$ cat config.mk
export PLATFORM = sky130hd
export DESIGN_NAME = ram_write_sequencer
export DESIGN_NICKNAME = d
export VERILOG_FILES = /design/src/rtl/ram_write_sequencer.sv
export SDC_FILE = /design/constraint.sdc
export NUM_CORES = 1
export LEC_CHECK = 0
export ABC_AREA = 1
export CAP_MARGIN = 40
export CORE_AREA = 2 2 107 68
export CTS_BUF_LIST = sky130_fd_sc_hd__clkbuf_16
export DETAILED_ROUTE_END_ITERATION = 8
export DIE_AREA = 0 0 109 70
export PLACE_DENSITY = 0.88
export SYNTH_ARGS = -nofsm -noshare
export SYNTH_HDL_FRONTEND = slang
export SYNTH_SLANG_ARGS = --single-unit
export TNS_END_PERCENT = 1
$ cat constraint.sdc
create_clock -name clk -period 2.3 [get_ports clk]
set_input_delay 0.46 -clock clk [delete_from_list [all_inputs] [get_ports clk]]
set_output_delay 0.46 -clock clk [all_outputs]
set_load 0.005 [all_outputs]
$ cat src/rtl/ram_write_sequencer.sv
// Writes a valid/ready pixel stream to consecutive RAM addresses from a programmed base.
// Optional macro STRIDE_EN adds a per-transfer address stride input (default build: stride fixed at 1).
module ram_write_sequencer #(
    parameter int ADDR_W = 16,
    parameter int DATA_W = 8,
    parameter int LEN_W  = 16,
    parameter int STEP_W = 3
) (
    input  logic              clk,
    input  logic              rst,
    input  logic              start,
    input  logic [ADDR_W-1:0] base_addr,
    input  logic [LEN_W-1:0]  length,
`ifdef STRIDE_EN
    input  logic [STEP_W-1:0] stride,
`endif
    input  logic              in_valid,
    input  logic [DATA_W-1:0] in_data,
    output logic              in_ready,
    output logic              we,
    output logic [ADDR_W-1:0] waddr,
    output logic [DATA_W-1:0] wdata,
    output logic              busy,
    output logic              done
);

    typedef enum logic [1:0] {
        IDLE = 2'd0,
        RUN  = 2'd1,
        LAST = 2'd2
    } state_t;

    state_t            state, state_next;
    logic [ADDR_W-1:0] addr;
    logic [LEN_W-1:0]  rem;
    logic [STEP_W-1:0] step;
    logic              start_ok;
    logic              accept;

    assign start_ok = (state == IDLE) && start;
    assign accept   = (state == RUN) && in_valid;

    // Handshake and status outputs decode directly from the registered state.
    assign in_ready = (state == RUN);
    assign busy     = (state == RUN) || (state == LAST);
    assign done     = (state == LAST);

    // NOTE: async reset appears in the sensitivity list; sequential state uses <= only.
    always_ff @(posedge clk or posedge rst) begin
        if (rst) begin
            state <= IDLE;
        end else begin
            state <= state_next;
        end
    end

    // NOTE: next state gets a default first so no path leaves it unassigned (no latch).
    always_comb begin
        state_next = state;
        case (state)
            IDLE: begin
                if (start) begin
                    state_next = (length == '0) ? LAST : RUN;
                end
            end
            RUN: begin
                if (accept && (rem == LEN_W'(1))) begin
                    state_next = LAST;
                end
            end
            LAST:    state_next = IDLE;
            default: state_next = IDLE;
        endcase
    end

`ifdef STRIDE_EN
    always_ff @(posedge clk or posedge rst) begin
        if (rst) begin
            step <= '0;
        end else if (start_ok) begin
            step <= stride;
        end
    end
`else
    assign step = STEP_W'(1);
`endif

    // A beat accepted in cycle t drives the RAM port in cycle t+1.
    always_ff @(posedge clk or posedge rst) begin
        if (rst) begin
            addr  <= '0;
            rem   <= '0;
            we    <= 1'b0;
            waddr <= '0;
            wdata <= '0;
        end else begin
            we <= accept;
            if (start_ok) begin
                addr <= base_addr;
                rem  <= length;
            end else if (accept) begin
                waddr <= addr;
                wdata <= in_data;
                addr  <= addr + ADDR_W'(step);
                rem   <= rem - LEN_W'(1);
            end
        end
    end

endmodule

### Congestion heat map

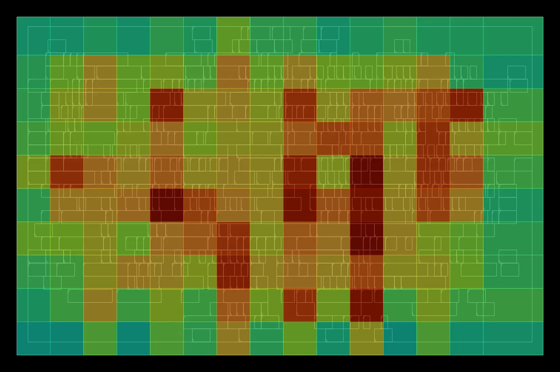
final core utilization: 0.647
Overall Global Routing Usage: 0.249
met3 Resource Use GR: 0.0766
met1 usage: 0.347

### I/O nets highlighted

Scale: 2 px per micron.
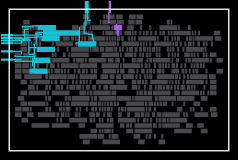
color	port	bits	direction	edge	end cells	buffers	wire
purple	start	1	input	north	2	1	12.3 microns
cyan	wdata	8	output	6 west, 2 north	8	8	238 microns

### Met3 routing

Scale: 4 px per micron.
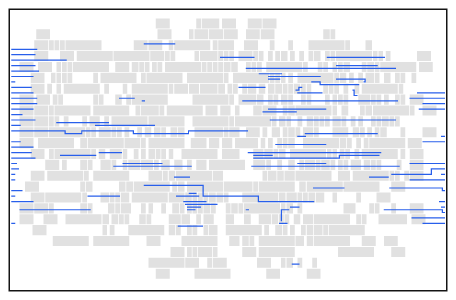
nets with wire on the layer	81
wire length on this layer	863 microns
longest straight run	38.6 microns
main direction	horizontal

-- metrics by stage --
stage          cell area (sq um)  hold slack, ps  utilization  total power, uW  setup WS, ps
6_report                    4410             488        0.647             5630           275
5_1_grt                     4410             509        0.647             6040           228
4_1_cts                     4410             491        0.647             5640           266
3_5_place_dp                4130             467        0.606             4320           149
3_3_place_gp                4130             476        0.606             4220           247
2_1_floorplan               3300             467            -             3310           384
-- state kept, by name (all words and copies together) (netlist names) --
| register | cells |
|---|---|
| we | 1 |
| addr | 16 |
| rem | 16 |
| state | 2 |
| waddr | 16 |
| wdata | 8 |
-- power by group --
group | internal, uW | switching [uW] | leakage, uW
clock | 743 | 531 | 0.000137
sequential | 1540 | 418 | 0.000734
combinational | 1080 | 1320 | 0.00118
total | 3360 | 2270 | 0.00205
-- worst max-delay path, delay by kind of cell, from the launching register on --
family | cells | cell delay (ps)
adders and majority gates | 1 | 230
buffers and inverters | 2 | 600
DFF | 1 | 390
-- final timing paths --
path	cells after the start	to	slack, ps	startpoint
worst max register to register	8	addr[0]$_DFFE_PP0P_	370	state[1]$_DFFE_PP0P_
min in group asynchronous	3	rem[15]$_DFFE_PP0P_	510	rst
worst max-delay path	3	in_ready	280	state[1]$_DFFE_PP0P_
worst min-delay path	2	waddr[1]$_DFFE_PP0P_	490	waddr[1]$_DFFE_PP0P_
worst min register to register	2	waddr[1]$_DFFE_PP0P_	490	waddr[1]$_DFFE_PP0P_
max in group asynchronous	3	state[0]$_DFFE_PP0P_	1510	rst
-- area by class of cell --
class | instances | area [sq um] | area share
inverter | 48 | 180 | 0.0409
sequential | 59 | 1480 | 0.335
timing repair buffer | 78 | 801 | 0.182
clock buffer | 9 | 225 | 0.0511
clock inverter | 7 | 56.3 | 0.0128
multi-input combinational | 327 | 1560 | 0.353
tap | 91 | 114 | 0.0258
==> reports/results.tsv <==
stage	metric	value	unit
cts	number of CTS-inserted buffers	9	
setup_path	slowest CP cell	clkdlybuf4s50_1	
setup_path	Worst Path Max Fanout	4	
cts	CTS tree	yes	
route	WL/cell	14.1	microns
sta	Final Skew	13.0	ps
sta	setup TNS	0	ps
route	met3 WL	863	microns
route	top sig layer	met4	
yosys	yosys warning tally	0	
cts	Skew-Pair Late Insertion Delay	340	ps
sta	Tmin final	2020	ps
status	outcome	finished clean	
yosys	Cells after Synth	447	
yosys	Post-synth top cells	nand2_1 (156), dfrtp_1 (59), nor2_1 (49)	
placed_design	DP Wirelength	6280	microns
yosys	Synth Area per Inst	7.38	sq um
setup_path	Worst EP required	1840	ps
cells_and_area	Top Layout Cells	nand2_1 (156), clkdlybuf4s50_1 (71), dfrtp_1 (59)	
sta	fmax	494	MHz
sta	worst rel slew slack	0.590	
sta	RSZ-0062 raised after global routing	false	
floorplanning	I/O pins	72	
route	WL met2	3890	microns
job	max-cap violation count	0	
floorplanning	die area	7630	sq um
yosys	count leader, synth	nand2_1	
yosys	adder share	0.0228	
yosys	synthesized area	3300	sq um
setup_path	Startpoint Class	register	
yosys	Max-area cell share	0.448	
setup_path	CP Capture Type	output pin	
sta	Least-Margin Pin Slew	613	ps
route	Post-route DRC	0	
yosys	mux share	0	
sta	final worst-path cycle share	0.880	
grt	initial antenna violation count	0	
grt	met2 usage	0.367	
yosys	Compound Share, Synth	0.0755	
placed_design	placed cells	603	
grt	largest net degree at the start of global routing	60	
pwr	Lkg Pwr	0.00205	uW
cts	CTS H-tree depth	3	
setup_path	Largest stage delay, worst path	520	ps
yosys	syn nets	497	
cts	Post-CTS Hold Fix Bufs	0	
cts	Post-CTS Resized	0	
route	via count	3278	
cells_and_area	Final nets	573	
floorplanning	Floorplan Utilization	0.484	
yosys	ys async rst share	1.00	
pwr	cell area power density	1280	nW/um^2
sta	final hold violations	0	
yosys	Dominant comb cell	simple AND/OR/NAND/NOR gates	
route	Vias/cell	5.30	
cells_and_area	Top cell excl fill/tap	nand2_1	
yosys	Unique cell types	27	
cts	Setup Buffers After CTS	0	
cells_and_area	final std cells w/o fill	619	
setup_path	Worst EP arrival	1560	ps
yosys	Seq cells post-synth	59	
route	wire length on met1	3880	microns
yosys	area leader, netlist	dfrtp_1	
route	Initial DRC Count	259	
sta	final setup fails	0	
grt	vias in the first global route	3223	
setup_path	Setup Crit Path Kind	reg2out	
floorplanning	Die Width	109	microns
cts	clk sinks	59	
pwr	VDD IR max	0.552	mV
floorplanning	Core ar.	6820	sq um
yosys	xor/xnor share	0.00531	
yosys	Post-synth area hogs	dfrtp_1 (45%), nand2_1 (18%), nand3_1 (6.1%), nor2_1 (5.6%), inv_1 (5.0%)	
sta	pins over their slew limit	0	
yosys	# Cells Yosys	447	
route	DRT antenna net count	0	
cells_and_area	P&R area growth vs syn	33.7	%
cts	Clock Pin Slew Worst Setup and Hold Paths	60	ps
route	drt first pass iters	5	
setup_path	crit-path cells	inv_1 > ha_1 > clkdlybuf4s50_1	
yosys	sequential area share after synthesis	0.448	
cts	clk root buf	clkbuf_16	
yosys	synthesis area per yosys	3300	sq um
cells_and_area	FILL cells	568	
grt	global routing's busiest layer	met2	
route	final wirelength	8740	microns
floorplanning	num rows	24	
grt	global-route wire length before repair	14700	microns
cts	Clock Path Buffers	2	
cells_and_area	Antenna diodes	0	
yosys	Synth Flop Type	dfrtp_1	
grt	remaining global-route overflow	0	
No activity file was given, so power comes from the tool's default toggle rates.
